==> src/rtl/dti_fifo_wptr_ctrl.sv <==
// ----------------------------------------------------------------------------
// dti_fifo_wptr_ctrl
// Write-side pointer controller for the dti_fifo dual-clock FIFO. It lives
// entirely in the write clock domain. It gates producer writes into the RAM,
// keeps the binary and Gray write pointers, and decodes the synchronised Gray
// read pointer. From these it derives full, almost_full, the fill level and
// the overflow status. All status is conservative: a stale read pointer can
// only make the FIFO look fuller than it really is, never emptier.
// ----------------------------------------------------------------------------

// ----------------------------------------------------------------------------
// dti_fifo_gray2bin
// Library Gray-to-binary converter. Purely combinational.
// ----------------------------------------------------------------------------
module dti_fifo_gray2bin #(
   parameter int WIDTH = 5
) (
   input  logic [WIDTH-1:0] gray,
   output logic [WIDTH-1:0] bin
);

   logic [WIDTH-1:0] bin_s;
   logic             acc_s;

   // Running XOR from the MSB down: bin[i] = ^gray[WIDTH-1:i]
   always_comb begin
      bin_s = {WIDTH{1'b0}};
      acc_s = 1'b0;
      for (int i = WIDTH - 1; i >= 0; i--) begin
         acc_s    = acc_s ^ gray[i];
         bin_s[i] = acc_s;
      end
   end

   assign bin = bin_s;

endmodule

// ----------------------------------------------------------------------------
// dti_fifo_wptr_ctrl
// ----------------------------------------------------------------------------
module dti_fifo_wptr_ctrl #(
   parameter int ADDR_WIDTH   = 4,
   parameter int AFULL_THRESH = 12
) (
   input  logic                  clk,
   input  logic                  rst,
   input  logic                  wr_req,
   input  logic [ADDR_WIDTH:0]   rd_gptr_sync,
   input  logic                  ovf_clr,
   output logic                  wr_en,
   output logic [ADDR_WIDTH-1:0] wr_addr,
   output logic [ADDR_WIDTH:0]   wr_gptr,
   output logic                  full,
   output logic                  almost_full,
   output logic [ADDR_WIDTH:0]   wr_level,
   output logic                  overflow,
   output logic                  ovf_sticky
);

   // Pointer width: one extra bit to tell full from empty.
   localparam int PW = ADDR_WIDTH + 1;

   // Threshold sized to the level width so the compare is width-clean.
   localparam logic [PW-1:0] AFULL_THRESH_C = PW'(AFULL_THRESH);

   // Binary to Gray: adjacent codes differ in exactly one bit, which is what
   // makes the pointer safe to pass through a multi-bit synchroniser.
   function automatic logic [PW-1:0] bin2gray(input logic [PW-1:0] b);
      return b ^ (b >> 1);
   endfunction

   // Full pattern in Gray space: two MSBs inverted, remaining bits equal.
   // This is the Gray image of (read pointer + depth).
   function automatic logic [PW-1:0] full_pattern(input logic [PW-1:0] g);
      logic [PW-1:0] p;
      p = g;
      p[PW-1] = ~g[PW-1];
      p[PW-2] = ~g[PW-2];
      return p;
   endfunction

   // Registered state
   logic [PW-1:0]         wbin_r;
   logic [ADDR_WIDTH-1:0] wr_addr_r;
   logic [PW-1:0]         wr_gptr_r;
   logic                  full_r;
   logic                  almost_full_r;
   logic [PW-1:0]         wr_level_r;
   logic                  overflow_r;
   logic                  ovf_sticky_r;

   // Combinational next-state
   logic                  wr_en_s;
   logic [PW-1:0]         wbin_next_s;
   logic [PW-1:0]         wgray_next_s;
   logic [PW-1:0]         rbin_s;
   logic [PW-1:0]         level_next_s;
   logic                  full_next_s;
   logic                  almost_full_next_s;
   logic                  ovf_set_s;
   logic                  ovf_sticky_next_s;

   // Read pointer decode, combinational from the already synchronised value.
   dti_fifo_gray2bin #(
      .WIDTH (PW)
   ) u_rptr_g2b (
      .gray (rd_gptr_sync),
      .bin  (rbin_s)
   );

   // Write gating: a write is accepted only while the registered full is low,
   // so a refused write leaves both pointers untouched.
   assign wr_en_s = wr_req & ~full_r;

   // Next pointer, Gray image, level and flag computation.
   always_comb begin
      wbin_next_s        = wbin_r + {{ADDR_WIDTH{1'b0}}, wr_en_s};
      wgray_next_s       = bin2gray(wbin_next_s);
      full_next_s        = (wgray_next_s == full_pattern(rd_gptr_sync));
      level_next_s       = wbin_next_s - rbin_s;
      almost_full_next_s = (level_next_s >= AFULL_THRESH_C);
   end

   // Sticky overflow next value; a set in the same cycle as a clear wins.
   always_comb begin
      ovf_set_s = wr_req & full_r;
      if (ovf_set_s) begin
         ovf_sticky_next_s = 1'b1;
      end else if (ovf_clr) begin
         ovf_sticky_next_s = 1'b0;
      end else begin
         ovf_sticky_next_s = ovf_sticky_r;
      end
   end

   // Pointer and status registers, cleared asynchronously by rst.
   always_ff @(posedge clk or posedge rst) begin
      if (rst) begin
         wbin_r        <= {PW{1'b0}};
         wr_addr_r     <= {ADDR_WIDTH{1'b0}};
         wr_gptr_r     <= {PW{1'b0}};
         full_r        <= 1'b0;
         almost_full_r <= 1'b0;
         wr_level_r    <= {PW{1'b0}};
      end else begin
         wbin_r        <= wbin_next_s;
         wr_addr_r     <= wbin_next_s[ADDR_WIDTH-1:0];
         wr_gptr_r     <= wgray_next_s;
         full_r        <= full_next_s;
         almost_full_r <= almost_full_next_s;
         wr_level_r    <= level_next_s;
      end
   end

   // Overflow pulse and sticky flag registers.
   always_ff @(posedge clk or posedge rst) begin
      if (rst) begin
         overflow_r   <= 1'b0;
         ovf_sticky_r <= 1'b0;
      end else begin
         overflow_r   <= ovf_set_s;
         ovf_sticky_r <= ovf_sticky_next_s;
      end
   end

   assign wr_en       = wr_en_s;
   assign wr_addr     = wr_addr_r;
   assign wr_gptr     = wr_gptr_r;
   assign full        = full_r;
   assign almost_full = almost_full_r;
   assign wr_level    = wr_level_r;
   assign overflow    = overflow_r;
   assign ovf_sticky  = ovf_sticky_r;

endmodule

==> config.mk <==
export PLATFORM = sky130hd
export DESIGN_NAME = dti_fifo_wptr_ctrl
export DESIGN_NICKNAME = d
export VERILOG_FILES = /design/src/rtl/dti_fifo_wptr_ctrl.sv
export SDC_FILE = /design/constraint.sdc
export NUM_CORES = 1
export LEC_CHECK = 0
export CORE_MARGIN = 4
export CORE_UTILIZATION = 40
export CTS_CLUSTER_DIAMETER = 40
export DETAILED_ROUTE_END_ITERATION = 8
export HOLD_SLACK_MARGIN = 0.1
export PLACE_DENSITY_LB_ADDON = 0.3
export SYNTH_ARGS = -nofsm -noshare
export SYNTH_HDL_FRONTEND = slang
export SYNTH_SLANG_ARGS = --single-unit
==> constraint.sdc <==
create_clock -name clk -period 2.35 [get_ports clk]
set_input_delay 0.235 -clock clk [delete_from_list [all_inputs] [get_ports clk]]
set_output_delay 0.235 -clock clk [all_outputs]
set_load 0.005 [all_outputs]
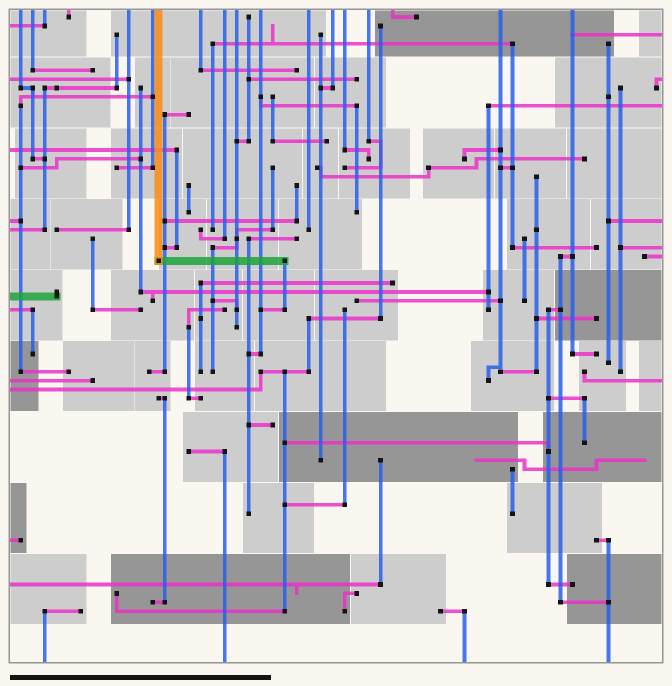
**Above:** run 1 (layout detail).
Bar = 10 um. Window x 15 to 40, y 4 to 29 um. Cells in grey, sequential cells in the stronger grey; small squares are vias.
green -> met3
orange -> met4
blue -> met2
magenta -> met1
most frequent = buf_4 (12), clkdlybuf4s50_1 (5)
netlist names of flops here include = `wr_level` (2), `wr_addr` (1)
sequential cells in the window = 3
cells with their middle in the window = 40

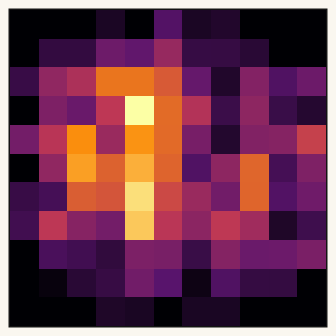
**Above:** run 1 (signal metal coverage by tile).
The die is cut into 11 by 11 equal tiles; black is low, pale yellow is high, scaled to the fullest tile. Values are wire area over tile area, all layers added.
mean over tiles = 0.10
nearly empty tiles = 18%
fullest tile = 0.36
tiles over half the peak = 17%

==> report_table.html, run 1 <==
<h3>Flow metrics</h3>
<table>
<tr><th>Metric</th><th>Value</th></tr>
<tr><th colspan="2">Synthesis</th></tr>
<tr><td>FA/HA/MAJ Cells, Area Fraction</td><td>a little under an eighth</td></tr>
<tr><td>Top FF cell, synth</td><td>sky130_fd_sc_hd__dfrtp_1</td></tr>
<tr><td>Count of library flops with an enable pin</td><td>0</td></tr>
<tr><td>Complex-gate fraction of the synthesized area</td><td>under 10%</td></tr>
<tr><td>Post-synth seq share</td><td>between 50 and 60%</td></tr>
<tr><td>Count of different cell masters after synthesis</td><td>24</td></tr>
<tr><td>Multiplexer share of the synthesized area</td><td>0%</td></tr>
<tr><td>Mean cell area of the mapped netlist</td><td>between 10 and 15 um^2</td></tr>
<tr><td>Yosys warning tally</td><td>0</td></tr>
<tr><td>Post-Synth Simple-Gate Area</td><td>6.56%</td></tr>
<tr><td>Largest cells by area</td><td>sky130_fd_sc_hd__dfrtp_1 (50%), sky130_fd_sc_hd__xnor2_1 (8.8%), sky130_fd_sc_hd__xor2_1 (8.8%)</td></tr>
<tr><td>Main logic family after synthesis</td><td>XOR/XNOR gates</td></tr>
<tr><td>Cell count listed in synth_stat.txt</td><td>73</td></tr>
<tr><td>Share of async-settable or async-resettable flops after synthesis</td><td>100%</td></tr>
<tr><td>Synth Area in XOR/XNOR</td><td>22.0%</td></tr>
<tr><td>Share of the synthesized area in the top cell type</td><td>50.2%</td></tr>
<tr><th colspan="2">Worst setup path</th></tr>
<tr><td>Startpoint of the worst-slack reg-to-reg timing path</td><td>full</td></tr>
<tr><td>CP startpoint</td><td>wr_req</td></tr>
<tr><td>Critical path launch point type</td><td>primary input</td></tr>
<tr><td>Reg-to-Reg End</td><td>almost_full</td></tr>
<tr><td>Crit path DRT</td><td>2540 ps</td></tr>
<tr><td>Critical path type</td><td>primary input to register</td></tr>
<tr><td>Capture point of the worst path</td><td>almost_full</td></tr>
<tr><td>Endpoint class of the critical path</td><td>register</td></tr>
<tr><td>Depth of the worst register-to-register path</td><td>10</td></tr>
<tr><td>Cells along the critical path</td><td>clkdlybuf4s50_1 &gt; nor2b_4 &gt; ha_4 &gt; ha_1 &gt; fa_2 &gt; maj3_2 &gt; a21oi_4 &gt; xnor2_2 &gt; a211o_1</td></tr>
<tr><td>Crit-path max cell delay</td><td>about 420 ps</td></tr>
<tr><td>Worst-path cell with the longest stage delay</td><td>sky130_fd_sc_hd__clkdlybuf4s50_1</td></tr>
<tr><th colspan="2">Finish</th></tr>
<tr><td>Multi-input gate share of the layout cell area</td><td>32.0%</td></tr>
<tr><td>Inverter count of the layout excluding clock inverters</td><td>8</td></tr>
<tr><td>Total inserted antenna cells</td><td>0</td></tr>
<tr><td>Seq area share</td><td>30.5%</td></tr>
<tr><td>MI comb area</td><td>472 um^2</td></tr>
<tr><td>Post-route design area</td><td>1480 um^2</td></tr>
<tr><td>Share of post-route cells with drive strength above 1</td><td>34.9%</td></tr>
<tr><td>Final Non-Filler Cells</td><td>156</td></tr>
<tr><td>Layout Nets</td><td>146</td></tr>
<tr><td>Footprint of the flip-flops and latches</td><td>about 450 um^2</td></tr>
<tr><td>Number of multi-input combinational cells in the layout</td><td>47</td></tr>
<tr><td>Biggest area consumer among cell classes</td><td>logic gates</td></tr>
<tr><td>Top Layout Cells</td><td>sky130_fd_sc_hd__buf_4 (25), sky130_fd_sc_hd__clkdlybuf4s50_1 (23), sky130_fd_sc_hd__dfrtp_1 (18)</td></tr>
<tr><td>Max reg flops</td><td>5</td></tr>
<tr><td>Area delta synth-&gt;final</td><td>64.4%</td></tr>
<tr><th colspan="2">STA</th></tr>
<tr><td>Number of pins exceeding their max-slew limit in the final report</td><td>0</td></tr>
<tr><td>Upper clock frequency limit</td><td>433 MHz</td></tr>
<tr><td>Rel. slew slack</td><td>between 50 and 60%</td></tr>
<tr><td>Final Hold Violation Tally</td><td>0</td></tr>
<tr><td>Worst-case clock skew</td><td>0.699 ps</td></tr>
<tr><td>Smallest setup slack after layout</td><td>just under 40 ps</td></tr>
<tr><td>Final-layout setup total negative slack</td><td>0 ps</td></tr>
<tr><th colspan="2">Routing</th></tr>
<tr><td>First-pass detailed-route iteration total</td><td>4</td></tr>
<tr><td>Count of nets left with antenna violations after detail routing</td><td>0</td></tr>
<tr><td>Metal2 WL</td><td>1.01 mm</td></tr>
<tr><td>WL final</td><td>1.93 mm</td></tr>
<tr><td>Post-DR vias/cell</td><td>4.54</td></tr>
<tr><td>Number of DRC violations after detailed-routing iteration 0</td><td>1</td></tr>
<tr><th colspan="2">Power and ir drop</th></tr>
<tr><td>Combinational share of power</td><td>67.4%</td></tr>
<tr><td>Sequential cell fraction of total power</td><td>24.2%</td></tr>
<tr><td>IR Drop Worst-Case VDD</td><td>about 1.1 mV</td></tr>
<tr><td>Sequential cell power</td><td>0.000558 W</td></tr>
<tr><td>Internal portion of total power</td><td>0.00149 W</td></tr>
<tr><td>Clock-net power</td><td>just under 0.0002 W</td></tr>
<tr><td>Post-route total power</td><td>0.00230 W</td></tr>
<tr><td>Power density over the cells</td><td>1560 nW/um^2</td></tr>
<tr><td>Switching power of the nets</td><td>0.000819 W</td></tr>
<tr><th colspan="2">Clocking</th></tr>
<tr><td>TritonCTS clock tree</td><td>done</td></tr>
<tr><td>Clock tree root buffer cell</td><td>sky130_fd_sc_hd__clkbuf_4</td></tr>
<tr><td>Number of hold buffers added after cts</td><td>0</td></tr>
<tr><td>Largest buffer count on any clock path</td><td>2</td></tr>
<tr><td>Clk ins delay skew pair</td><td>300 ps</td></tr>
<tr><td>Number of H-tree levels</td><td>1</td></tr>
<tr><td>Number of gates given a new drive strength after cts</td><td>16</td></tr>
<tr><td>Number of clock buffers inserted by TritonCTS</td><td>3</td></tr>
<tr><th colspan="2">Global route</th></tr>
<tr><td>Initial antenna violation count</td><td>0</td></tr>
<tr><td>Wire length of the first global-routing pass</td><td>between 3 and 4 mm</td></tr>
<tr><td>Global routing usage on met1</td><td>15.2%</td></tr>
<tr><td>Total global routing track utilization</td><td>between 10% and 20%</td></tr>
<tr><td>Largest net degree at the start of global routing</td><td>19</td></tr>
<tr><th colspan="2">Run</th></tr>
<tr><td>Tally of max-capacitance violations</td><td>0</td></tr>
<tr><td>OpenROAD warning count</td><td>29</td></tr>
<tr><th colspan="2">Floorplan</th></tr>
<tr><td>Area of the core region</td><td>2040 um^2</td></tr>
<tr><td>Well-tap cell count</td><td>27</td></tr>
<tr><td>Die area</td><td>approximately 3100 um^2</td></tr>
<tr><td>Die Y</td><td>55.4 um</td></tr>
<tr><th colspan="2">Hold path</th></tr>
<tr><td>Path class of the lowest-slack min-delay path</td><td>primary input to async pin</td></tr>
<tr><th colspan="2">Placement</th></tr>
<tr><td>Post-DP HPWL</td><td>1.51 mm</td></tr>
<tr><td>Cell count after placement</td><td>146</td></tr>
<tr><th colspan="2">Outcome</th></tr>
<tr><td>Result of the run</td><td>complete, no violations</td></tr>
</table>
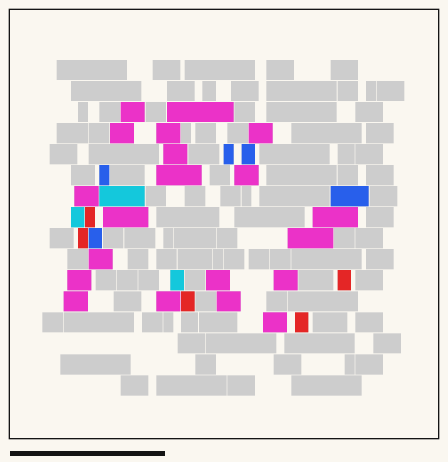
**Above:** run 1 (logic cells by family).
Bar = 20 um.
cyan -> inverting AOI/OAI gates  # cells 3
magenta -> XOR/XNOR gates  # cells 20
red -> NAND gates  # cells 5
blue -> NOR gates  # cells 5

==> run 1 -> run 2 <==
Settings changed: RECOVER_POWER set to 25, SLEW_MARGIN set to 20.
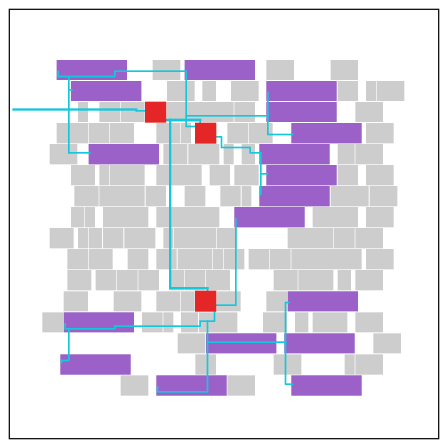
**Above:** run 2 (clock distribution).
cyan -> clock wires  # length 212 um
purple -> flip-flops  # count 18
red -> cells driving clock nets  # count 3
routed clock nets = 4

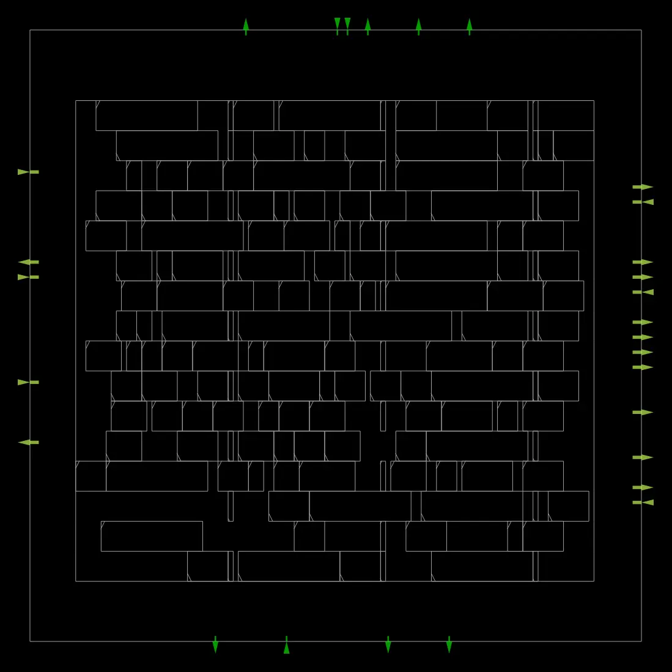
**Above:** run 2 (placed standard cells).
Layout Utilization: 72.2%
number of rows created at floorplan: 16

==> report_table.html, run 2 <==
<h3>Flow metrics</h3>
<table>
<tr><th>Metric</th><th>Value</th></tr>
<tr><th colspan="2">Placement</th></tr>
<tr><td>Post-DP HPWL</td><td>1.51 mm (unchanged)</td></tr>
<tr><td>Setup slack at placement</td><td>-723 ps</td></tr>
<tr><td>Cell count after placement</td><td>146 (unchanged)</td></tr>
<tr><td>Routability congestion estimate from global placement</td><td>0.798</td></tr>
<tr><td>Standard cell area after detailed placement</td><td>1350 um^2</td></tr>
<tr><th colspan="2">Global route</th></tr>
<tr><td>Initial antenna violation count</td><td>0 (unchanged)</td></tr>
<tr><td>Global route overflow</td><td>0</td></tr>
<tr><td>Largest net degree at the start of global routing</td><td>19 (unchanged)</td></tr>
<tr><td>Wire length of the first global-routing pass</td><td>3.24 mm (unchanged)</td></tr>
<tr><td>Busiest metal layer after global routing</td><td>met2</td></tr>
<tr><td>Total global routing track utilization</td><td>13.0% (unchanged)</td></tr>
<tr><td>Met2 usage</td><td>23.0%</td></tr>
<tr><td>Via count of the first global-routing pass</td><td>between 700 and 800</td></tr>
<tr><td>Global routing usage on met1</td><td>15.2% (unchanged)</td></tr>
<tr><th colspan="2">Synthesis</th></tr>
<tr><td>Number of standard cells after synthesis</td><td>73</td></tr>
<tr><td>Syn Std Cell Area</td><td>roughly 900 um^2</td></tr>
<tr><td>Top FF cell, synth</td><td>sky130_fd_sc_hd__dfrtp_1</td></tr>
<tr><td>Share of async-settable or async-resettable flops after synthesis</td><td>100% (unchanged)</td></tr>
<tr><td>Synth Area in XOR/XNOR</td><td>22.0% (unchanged)</td></tr>
<tr><td>Yosys warning tally</td><td>0 (unchanged)</td></tr>
<tr><td>Post-Synth Simple-Gate Area</td><td>6.56% (unchanged)</td></tr>
<tr><td>Post-synth seq share</td><td>50.2% (unchanged)</td></tr>
<tr><td>FA/HA/MAJ Cells, Area Fraction</td><td>11.9% (unchanged)</td></tr>
<tr><td>Count of library flops with an enable pin</td><td>0 (unchanged)</td></tr>
<tr><td>Cell count listed in synth_stat.txt</td><td>73 (unchanged)</td></tr>
<tr><td>Synth flops</td><td>18</td></tr>
<tr><td>Complex-gate fraction of the synthesized area</td><td>6.00% (unchanged)</td></tr>
<tr><td>Main logic family after synthesis</td><td>XOR/XNOR gates</td></tr>
<tr><td>Mean cell area of the mapped netlist</td><td>12.3 um^2 (unchanged)</td></tr>
<tr><td>Top-count cell post-synth</td><td>sky130_fd_sc_hd__dfrtp_1</td></tr>
<tr><td>Total cell area reported by yosys after synthesis</td><td>around 900 um^2</td></tr>
<tr><td>Syn nets</td><td>89</td></tr>
<tr><td>Count of different cell masters after synthesis</td><td>24 (unchanged)</td></tr>
<tr><td>Largest cells by area</td><td>sky130_fd_sc_hd__dfrtp_1 (50%), sky130_fd_sc_hd__xnor2_1 (8.8%), sky130_fd_sc_hd__xor2_1 (8.8%)</td></tr>
<tr><td>Share of the synthesized area in the top cell type</td><td>50.2% (unchanged)</td></tr>
<tr><td>Commonest cells in the synthesized netlist</td><td>sky130_fd_sc_hd__dfrtp_1 (18), sky130_fd_sc_hd__xnor2_1 (9), sky130_fd_sc_hd__xor2_1 (9)</td></tr>
<tr><td>Multiplexer share of the synthesized area</td><td>0% (unchanged)</td></tr>
<tr><td>Library cell with the largest summed area after synthesis</td><td>sky130_fd_sc_hd__dfrtp_1</td></tr>
<tr><th colspan="2">Hold path</th></tr>
<tr><td>Hold path startpoint</td><td>rd_gptr_sync[3]</td></tr>
<tr><td>Endpoint with the worst hold slack</td><td>full</td></tr>
<tr><td>Path class of the lowest-slack min-delay path</td><td>primary input to register</td></tr>
<tr><td>Hold depth</td><td>4</td></tr>
<tr><th colspan="2">Finish</th></tr>
<tr><td>Area delta synth-&gt;final</td><td>64.4% (unchanged)</td></tr>
<tr><td>Post-route design area</td><td>1480 um^2 (unchanged)</td></tr>
<tr><td>Top logic cell by instance count in the layout</td><td>sky130_fd_sc_hd__buf_4</td></tr>
<tr><td>Flop Count</td><td>18</td></tr>
<tr><td>Max reg flops</td><td>5 (unchanged)</td></tr>
<tr><td>Multi-input gate share of the layout cell area</td><td>32.0% (unchanged)</td></tr>
<tr><td>Clock buffer and inverter area fraction after layout</td><td>2.46%</td></tr>
<tr><td>Relative area of non-clock buffer cells in the final design</td><td>30.7%</td></tr>
<tr><td>Number of multi-input combinational cells in the layout</td><td>47 (unchanged)</td></tr>
<tr><td>Final Non-Filler Cells</td><td>156 (unchanged)</td></tr>
<tr><td>Biggest area consumer among cell classes</td><td>logic gates</td></tr>
<tr><td>Seq area share</td><td>30.5% (unchanged)</td></tr>
<tr><td>Total inserted antenna cells</td><td>0 (unchanged)</td></tr>
<tr><td>MI comb area</td><td>472 um^2 (unchanged)</td></tr>
<tr><td>Layout Nets</td><td>146 (unchanged)</td></tr>
<tr><td>Footprint of the flip-flops and latches</td><td>450 um^2 (unchanged)</td></tr>
<tr><td>Number of clock buffers in the layout</td><td>4</td></tr>
<tr><td>Share of post-route cells with drive strength above 1</td><td>34.9% (unchanged)</td></tr>
<tr><td>Inverter count of the layout excluding clock inverters</td><td>8 (unchanged)</td></tr>
<tr><td>Fillcell total</td><td>160</td></tr>
<tr><td>Non-clock buffers</td><td>approximately 52</td></tr>
<tr><td>Top Layout Cells</td><td>sky130_fd_sc_hd__buf_4 (25), sky130_fd_sc_hd__clkdlybuf4s50_1 (22), sky130_fd_sc_hd__dfrtp_1 (18)</td></tr>
<tr><th colspan="2">Power and ir drop</th></tr>
<tr><td>Switching power of the nets</td><td>0.000819 W (about the same)</td></tr>
<tr><td>Power dissipated in combinational cells</td><td>0.00155 W</td></tr>
<tr><td>IR Drop Worst-Case VDD</td><td>1.12 mV (about the same)</td></tr>
<tr><td>Sequential cell power</td><td>0.000558 W (about the same)</td></tr>
<tr><td>Sequential cell fraction of total power</td><td>24.2% (about the same)</td></tr>
<tr><td>Combinational share of power</td><td>67.4% (about the same)</td></tr>
<tr><td>Internal portion of total power</td><td>0.00148 W (about the same)</td></tr>
<tr><td>Clock-net power</td><td>0.000194 W (about the same)</td></tr>
<tr><td>Power density over the cells</td><td>1560 nW/um^2 (about the same)</td></tr>
<tr><td>Leakage dissipation</td><td>0.698 nW</td></tr>
<tr><td>Switching Fraction</td><td>35.6%</td></tr>
<tr><td>Largest Pwr Group</td><td>combinational cells</td></tr>
<tr><td>Post-route total power</td><td>0.00230 W (about the same)</td></tr>
<tr><th colspan="2">Clocking</th></tr>
<tr><td>Number of clock sinks seen by CTS</td><td>18</td></tr>
<tr><td>Clock tree root buffer cell</td><td>sky130_fd_sc_hd__clkbuf_4</td></tr>
<tr><td>Largest buffer count on any clock path</td><td>2 (unchanged)</td></tr>
<tr><td>Number of gates given a new drive strength after cts</td><td>16 (unchanged)</td></tr>
<tr><td>Clk ins delay skew pair</td><td>300 ps (about the same)</td></tr>
<tr><td>Number of clock buffers inserted by TritonCTS</td><td>3 (unchanged)</td></tr>
<tr><td>Number of hold buffers added after cts</td><td>0 (unchanged)</td></tr>
<tr><td>Clock Pin Slew Worst Setup and Hold Paths</td><td>about 100 ps</td></tr>
<tr><td>Setup fix buffers added after clock tree synthesis</td><td>5</td></tr>
<tr><td>Number of H-tree levels</td><td>1 (unchanged)</td></tr>
<tr><td>TritonCTS clock tree</td><td>done</td></tr>
<tr><th colspan="2">Worst setup path</th></tr>
<tr><td>R2R setup slack</td><td>50 ps</td></tr>
<tr><td>Critical path launch point type</td><td>primary input</td></tr>
<tr><td>Crit path buffers/inverters</td><td>3</td></tr>
<tr><td>Crit path DRT</td><td>2540 ps (about the same)</td></tr>
<tr><td>Depth of the worst register-to-register path</td><td>10 (unchanged)</td></tr>
<tr><td>Reg-to-Reg End</td><td>almost_full</td></tr>
<tr><td>Startpoint of the worst-slack reg-to-reg timing path</td><td>full</td></tr>
<tr><td>Critical path type</td><td>primary input to register</td></tr>
<tr><td>Critical Path Stages</td><td>11</td></tr>
<tr><td>CP startpoint</td><td>wr_req</td></tr>
<tr><td>Cells along the critical path</td><td>clkdlybuf4s50_1 &gt; nor2b_4 &gt; ha_4 &gt; inv_1 &gt; ha_2 &gt; inv_2 &gt; fa_2 &gt; maj3_2 &gt; a21oi_4 &gt; xnor2_2 &gt; a211o_1</td></tr>
<tr><td>Max FO, Critical Path</td><td>2</td></tr>
<tr><td>CP delay by family, top</td><td>adder cells</td></tr>
<tr><td>Endpoint class of the critical path</td><td>register</td></tr>
<tr><td>Worst-path cell with the longest stage delay</td><td>sky130_fd_sc_hd__clkdlybuf4s50_1</td></tr>
<tr><td>Capture point of the worst path</td><td>almost_full</td></tr>
<tr><td>Worst endpoint data arrival time</td><td>2500 ps</td></tr>
<tr><td>Crit-path max cell delay</td><td>470 ps (+50 ps)</td></tr>
<tr><th colspan="2">Floorplan</th></tr>
<tr><td>Pre-placement core utilization</td><td>43.9%</td></tr>
<tr><td>Total I/O pin count</td><td>28</td></tr>
<tr><td>Area of the core region</td><td>2040 um^2 (unchanged)</td></tr>
<tr><td>Well-tap cell count</td><td>27 (unchanged)</td></tr>
<tr><td>Horiz. Die Dim</td><td>55.4 um</td></tr>
<tr><td>Die area</td><td>3060 um^2 (unchanged)</td></tr>
<tr><td>Die Y</td><td>55.4 um (unchanged)</td></tr>
<tr><th colspan="2">STA</th></tr>
<tr><td>Clock period minus final worst setup slack</td><td>2310 ps</td></tr>
<tr><td>Transition time at the pin with the least slew margin</td><td>673 ps</td></tr>
<tr><td>Final period utilization</td><td>between 90% and 100%</td></tr>
<tr><td>Upper clock frequency limit</td><td>433 MHz (about the same)</td></tr>
<tr><td>Worst-case clock skew</td><td>0.699 ps (unchanged)</td></tr>
<tr><td>Smallest setup slack after layout</td><td>38.0 ps (-0.495 ps)</td></tr>
<tr><td>Post-Route Hold Slack</td><td>350 ps</td></tr>
<tr><td>Number of pins exceeding their max-slew limit in the final report</td><td>0 (unchanged)</td></tr>
<tr><td>Rel. slew slack</td><td>55.1% (about the same)</td></tr>
<tr><td>Unrepaired setup endpoints after global routing</td><td>yes</td></tr>
<tr><td>Final Hold Violation Tally</td><td>0 (unchanged)</td></tr>
<tr><td>Final-layout setup total negative slack</td><td>0 ps (unchanged)</td></tr>
<tr><th colspan="2">Routing</th></tr>
<tr><td>Metal2 WL</td><td>1.00 mm (about the same)</td></tr>
<tr><td>Number of DRC violations after detailed-routing iteration 0</td><td>1 (unchanged)</td></tr>
<tr><td>Post-DR vias/cell</td><td>4.54 (unchanged)</td></tr>
<tr><td>DR top layer</td><td>met4</td></tr>
<tr><td>Met3 layer wire length in the routed design</td><td>131 um</td></tr>
<tr><td>DRC Markers</td><td>0</td></tr>
<tr><td>Count of nets left with antenna violations after detail routing</td><td>0 (unchanged)</td></tr>
<tr><td>First-pass detailed-route iteration total</td><td>4 (unchanged)</td></tr>
<tr><td>Wirelength per Cell</td><td>12.4 um</td></tr>
<tr><td>Vias</td><td>708</td></tr>
<tr><td>Metal-1 WL</td><td>772 um</td></tr>
<tr><td>WL final</td><td>1.93 mm (about the same)</td></tr>
<tr><th colspan="2">Outcome</th></tr>
<tr><td>Result of the run</td><td>complete, no violations</td></tr>
<tr><th colspan="2">Run</th></tr>
<tr><td>Tally of max-capacitance violations</td><td>0 (unchanged)</td></tr>
<tr><td>OpenROAD warning count</td><td>29 (unchanged)</td></tr>
</table>
No activity file was given, so power comes from the tool's default toggle rates.
